### src/rtl/brent_kung_seq_ctrl.sv
// brent_kung_seq_ctrl: byte-serial WIDTH-bit adder sequenced over one shared 8-bit Brent-Kung adder
module brent_kung_8 (
    input  logic [7:0] in1,
    input  logic [7:0] in2,
    input  logic       cin,
    output logic [7:0] sum,
    output logic       cout
);
    logic [7:0] g, p, c;
    logic g0, g10, g32, p32, g54, p54, g76, p76, g30, g74, p74, g70, g50, g20, g40, g60;
    assign g   = in1 & in2;
    assign p   = in1 ^ in2;
    assign g0  = g[0] | (p[0] & cin);
    assign g10 = g[1] | (p[1] & g0);
    assign g32 = g[3] | (p[3] & g[2]);
    assign p32 = p[3] & p[2];
    assign g54 = g[5] | (p[5] & g[4]);
    assign p54 = p[5] & p[4];
    assign g76 = g[7] | (p[7] & g[6]);
    assign p76 = p[7] & p[6];
    assign g30 = g32 | (p32 & g10);
    assign g74 = g76 | (p76 & g54);
    assign p74 = p76 & p54;
    assign g70 = g74 | (p74 & g30);
    assign g50 = g54 | (p54 & g30);
    assign g20 = g[2] | (p[2] & g10);
    assign g40 = g[4] | (p[4] & g30);
    assign g60 = g[6] | (p[6] & g50);
    assign c    = {g60, g50, g40, g30, g20, g10, g0, cin};
    assign sum  = p ^ c;
    assign cout = g70;
endmodule

module brent_kung_seq_ctrl #(
    parameter int WIDTH = 32
) (
    input  logic             clk,
    input  logic             rst_n,
    input  logic             in_valid,
    output logic             in_ready,
    input  logic [WIDTH-1:0] in_a,
    input  logic [WIDTH-1:0] in_b,
    input  logic             in_cin,
    output logic             out_valid,
    input  logic             out_ready,
    output logic [WIDTH-1:0] out_sum,
    output logic             out_cout,
    output logic             busy
);
    localparam int N  = WIDTH / 8;
    localparam int IW = N > 1 ? $clog2(N) : 1;
    typedef enum logic [1:0] {IDLE, RUN, DONE} state_t;
    state_t state, state_d;
    logic [WIDTH-1:0] a_reg, b_reg, sum_reg;
    logic [IW-1:0] idx;
    logic carry, cout_reg, last, add_cout;
    logic [7:0] add_sum;
    assign last      = idx == IW'(N - 1);
    assign in_ready  = state == IDLE;
    assign out_valid = state == DONE;
    assign busy      = state != IDLE;
    assign out_sum   = sum_reg;
    assign out_cout  = cout_reg;
    brent_kung_8 u_add (
        .in1 (a_reg[8*idx+:8]),
        .in2 (b_reg[8*idx+:8]),
        .cin (carry),
        .sum (add_sum),
        .cout(add_cout)
    );
    // state register
    always_ff @(posedge clk or negedge rst_n) begin
        if (!rst_n) state <= IDLE;
        else state <= state_d;
    end
    // next-state: accept from IDLE, leave RUN after the top byte, release DONE on out_ready
    always_comb begin
        state_d = state;
        state_d = state == IDLE ? (in_valid ? RUN : IDLE) :
                  state == RUN  ? (last ? DONE : RUN) :
                                  (out_ready ? IDLE : DONE);
    end
    // operand capture and one byte of the sum per RUN cycle, carry chained through a register
    always_ff @(posedge clk or negedge rst_n) begin
        if (!rst_n) begin
            a_reg    <= '0;
            b_reg    <= '0;
            sum_reg  <= '0;
            carry    <= 1'b0;
            cout_reg <= 1'b0;
            idx      <= '0;
        end else if (state == IDLE) begin
            if (in_valid) begin
                a_reg    <= in_a;
                b_reg    <= in_b;
                carry    <= in_cin;
                idx      <= '0;
                sum_reg  <= '0;
                cout_reg <= 1'b0;
            end
        end else if (state == RUN) begin
            sum_reg[8*idx+:8] <= add_sum;
            carry             <= add_cout;
            if (last) cout_reg <= add_cout;
            else idx <= idx + 1'b1;
        end
    end
endmodule

### config.mk
export PLATFORM = sky130hd
export DESIGN_NAME = brent_kung_seq_ctrl
export DESIGN_NICKNAME = d
export VERILOG_FILES = /design/src/rtl/brent_kung_seq_ctrl.sv
export SDC_FILE = /design/constraint.sdc
export NUM_CORES = 1
export LEC_CHECK = 0
export CORE_MARGIN = 3
export CORE_UTILIZATION = 51
export DETAILED_ROUTE_END_ITERATION = 12
export MAX_ROUTING_LAYER = met4
export PLACE_DENSITY = 0.79
export SLEW_MARGIN = 10
export SYNTH_ARGS = -nofsm -noshare
export SYNTH_HDL_FRONTEND = slang
export SYNTH_SLANG_ARGS = --single-unit
export TNS_END_PERCENT = 30
### constraint.sdc
create_clock -name clk -period 3.87 [get_ports clk]
set_input_delay 0.5805 -clock clk [delete_from_list [all_inputs] [get_ports clk]]
set_output_delay 0.5805 -clock clk [all_outputs]
set_load 0.01 [all_outputs]
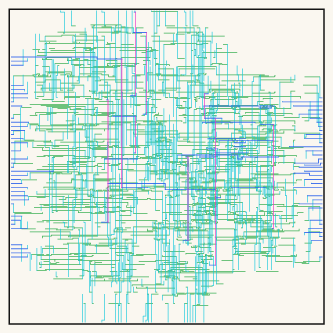
(wiring by layer)
Drawn at 3 px/µm.
legend:
  magenta:
    layer: M4
    wire_length: 271 µm
  blue:
    layer: M3
    wire_length: 601 µm
  green:
    layer: M1
    wire_length: 4630 µm
  cyan:
    layer: M2
    wire_length: 5080 µm

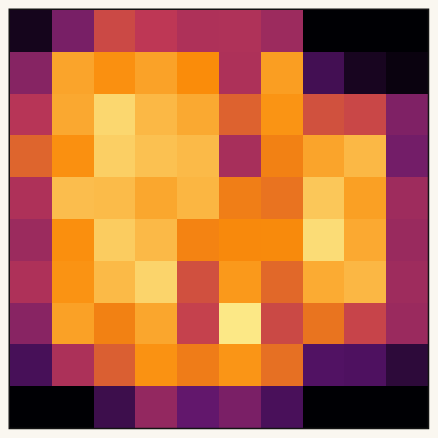
(placement density heat map)
Drawn at 4 px/µm. 10 x 10 tiles, from black (low) to pale yellow (high), 0 to 100% covered.
fullest tile: 95%
tiles over 75% full: 38%
nearly empty tiles: 8.0%
mean over tiles: 56%

==> results.sh <==
# yosys + openroad results
export IMPL_setup_viol=0
export IMPL_avgViaCountPerCell=5.40
export IMPL_tns_ps=0
export IMPL_drt_initial_drc_count=130
export IMPL_antenna_found_initial=0
export IMPL_ys_seq_share_pct=51.7
export IMPL_vias=3058
export IMPL_p_int_mw=3.61
export IMPL_routed_wirelength_um=10600
export IMPL_fa_ha_area_share_pct=4.56
export IMPL_gp_congestion=0.883
export IMPL_cts_max_level=3
export IMPL_r2r_slack_ps=470
export IMPL_ys_cells=326
export IMPL_instances_no_fill=566
export IMPL_edf_count=0
export IMPL_dr_wl_met2_um=5080
export IMPL_gr_total_overflow=0
export IMPL_syn_area_mm2=0.00494
export IMPL_grtUsageMet1_pct=26.8
export IMPL_hold_worst_slack_ps=346
export IMPL_floorplan_core_util_pct=53.0
export IMPL_aoi_share_pct=6.46
export IMPL_reg2regPathDepth=10
export IMPL_route_detailed_drc=0
export IMPL_vdd_drop_max_mv=0.492
export IMPL_cts_resized=0
export IMPL_p_leak_nw=2.73
export IMPL_fp_row_count=35
export IMPL_grt_pass1_wl_um=17000
export IMPL_slew_headroom_pct=38.3
export IMPL_arrival_ps=3630
export IMPL_dieArea_mm2=0.0109
export IMPL_hold_viol=0
export IMPL_grtUsageMet3_pct=3.54
export IMPL_root_buffer="clkbuf_8"
export IMPL_power_frac_seq_pct=32.0
export IMPL_rsz0062_at_grt="no"
export IMPL_outcome="finished clean"
export IMPL_num_io_pins=105
export IMPL_nets=516
export IMPL_placed_cells=550
export IMPL_place_hpwl_um=8150
cells by family (layout without fill, tap and decap cells):
group | after synthesis | in the layout
buf+inv | 24 | 135
fa+ha+maj | 15 | 15
xor+xnor | 3 | 3
mux | 81 | 81
simple gates | 53 | 53
flops | 102 | 102
compound gates | 48 | 48
area by class of cell:
type	count	area [µm²]
clock buffer	11	151
clock inverter	5	81.3
fill	692	3100
inverter	9	33.8
multi-input combinational	200	2150
sequential	102	2550
tap	129	161
timing repair buffer	110	1100
Yosys cell counts, drive strengths merged (2+ instances only):
master,instances,share of area [%]
nor2b,5,0.63
a22o,12,2.1
dfrtp,102,52
mux4,16,7.3
o21ai,24,2.4
nand2,26,2.0
ha,10,2.5
buf,13,3.9
mux2,65,19
fa,5,2.0
a21o,4,0.61
nand4,2,0.25
xnor2,2,0.35
or3,2,0.25
nand2b,3,0.38
a21oi,2,0.28
and4,2,0.35
clkbuf,2,0.15
inv,9,0.68
nor2,7,0.68
power groups by stage:
stage                     registers [mW]  clock network (mW)  logic (mW)
final                               1.86               0.758        3.19
after detailed placement            1.88                   0        3.16
after floorplan                     1.78                   0        2.30
after global placement              1.86                   0        3.04
after global routing                1.93               0.808        3.42
after CTS                           1.87               0.764        3.17
worst min path at each step:
stage,slack [ps],from,end,cells past startpoint
after floorplan,280,rst_n,a_reg[0],0
after global placement,460,out_sum[5],out_sum[5],2
after detailed placement,470,out_sum[29],out_sum[29],2
after CTS,380,rst_n,out_sum[27],1
after global routing,430,rst_n,out_sum[27],1
final,350,rst_n,out_sum[29],1
critical path, stage by stage (launching register included):
cell and delay, ps:
dfrtp_1 460, mux4_2 550, fa_1 390, inv_1 80, fa_1 220, nor2b_1 80, o2111a_1 250, or3_1 370
fa_1 390, xnor2_1 310, o21ai_0 170
No activity file was given, so power comes from the tool's default toggle rates.
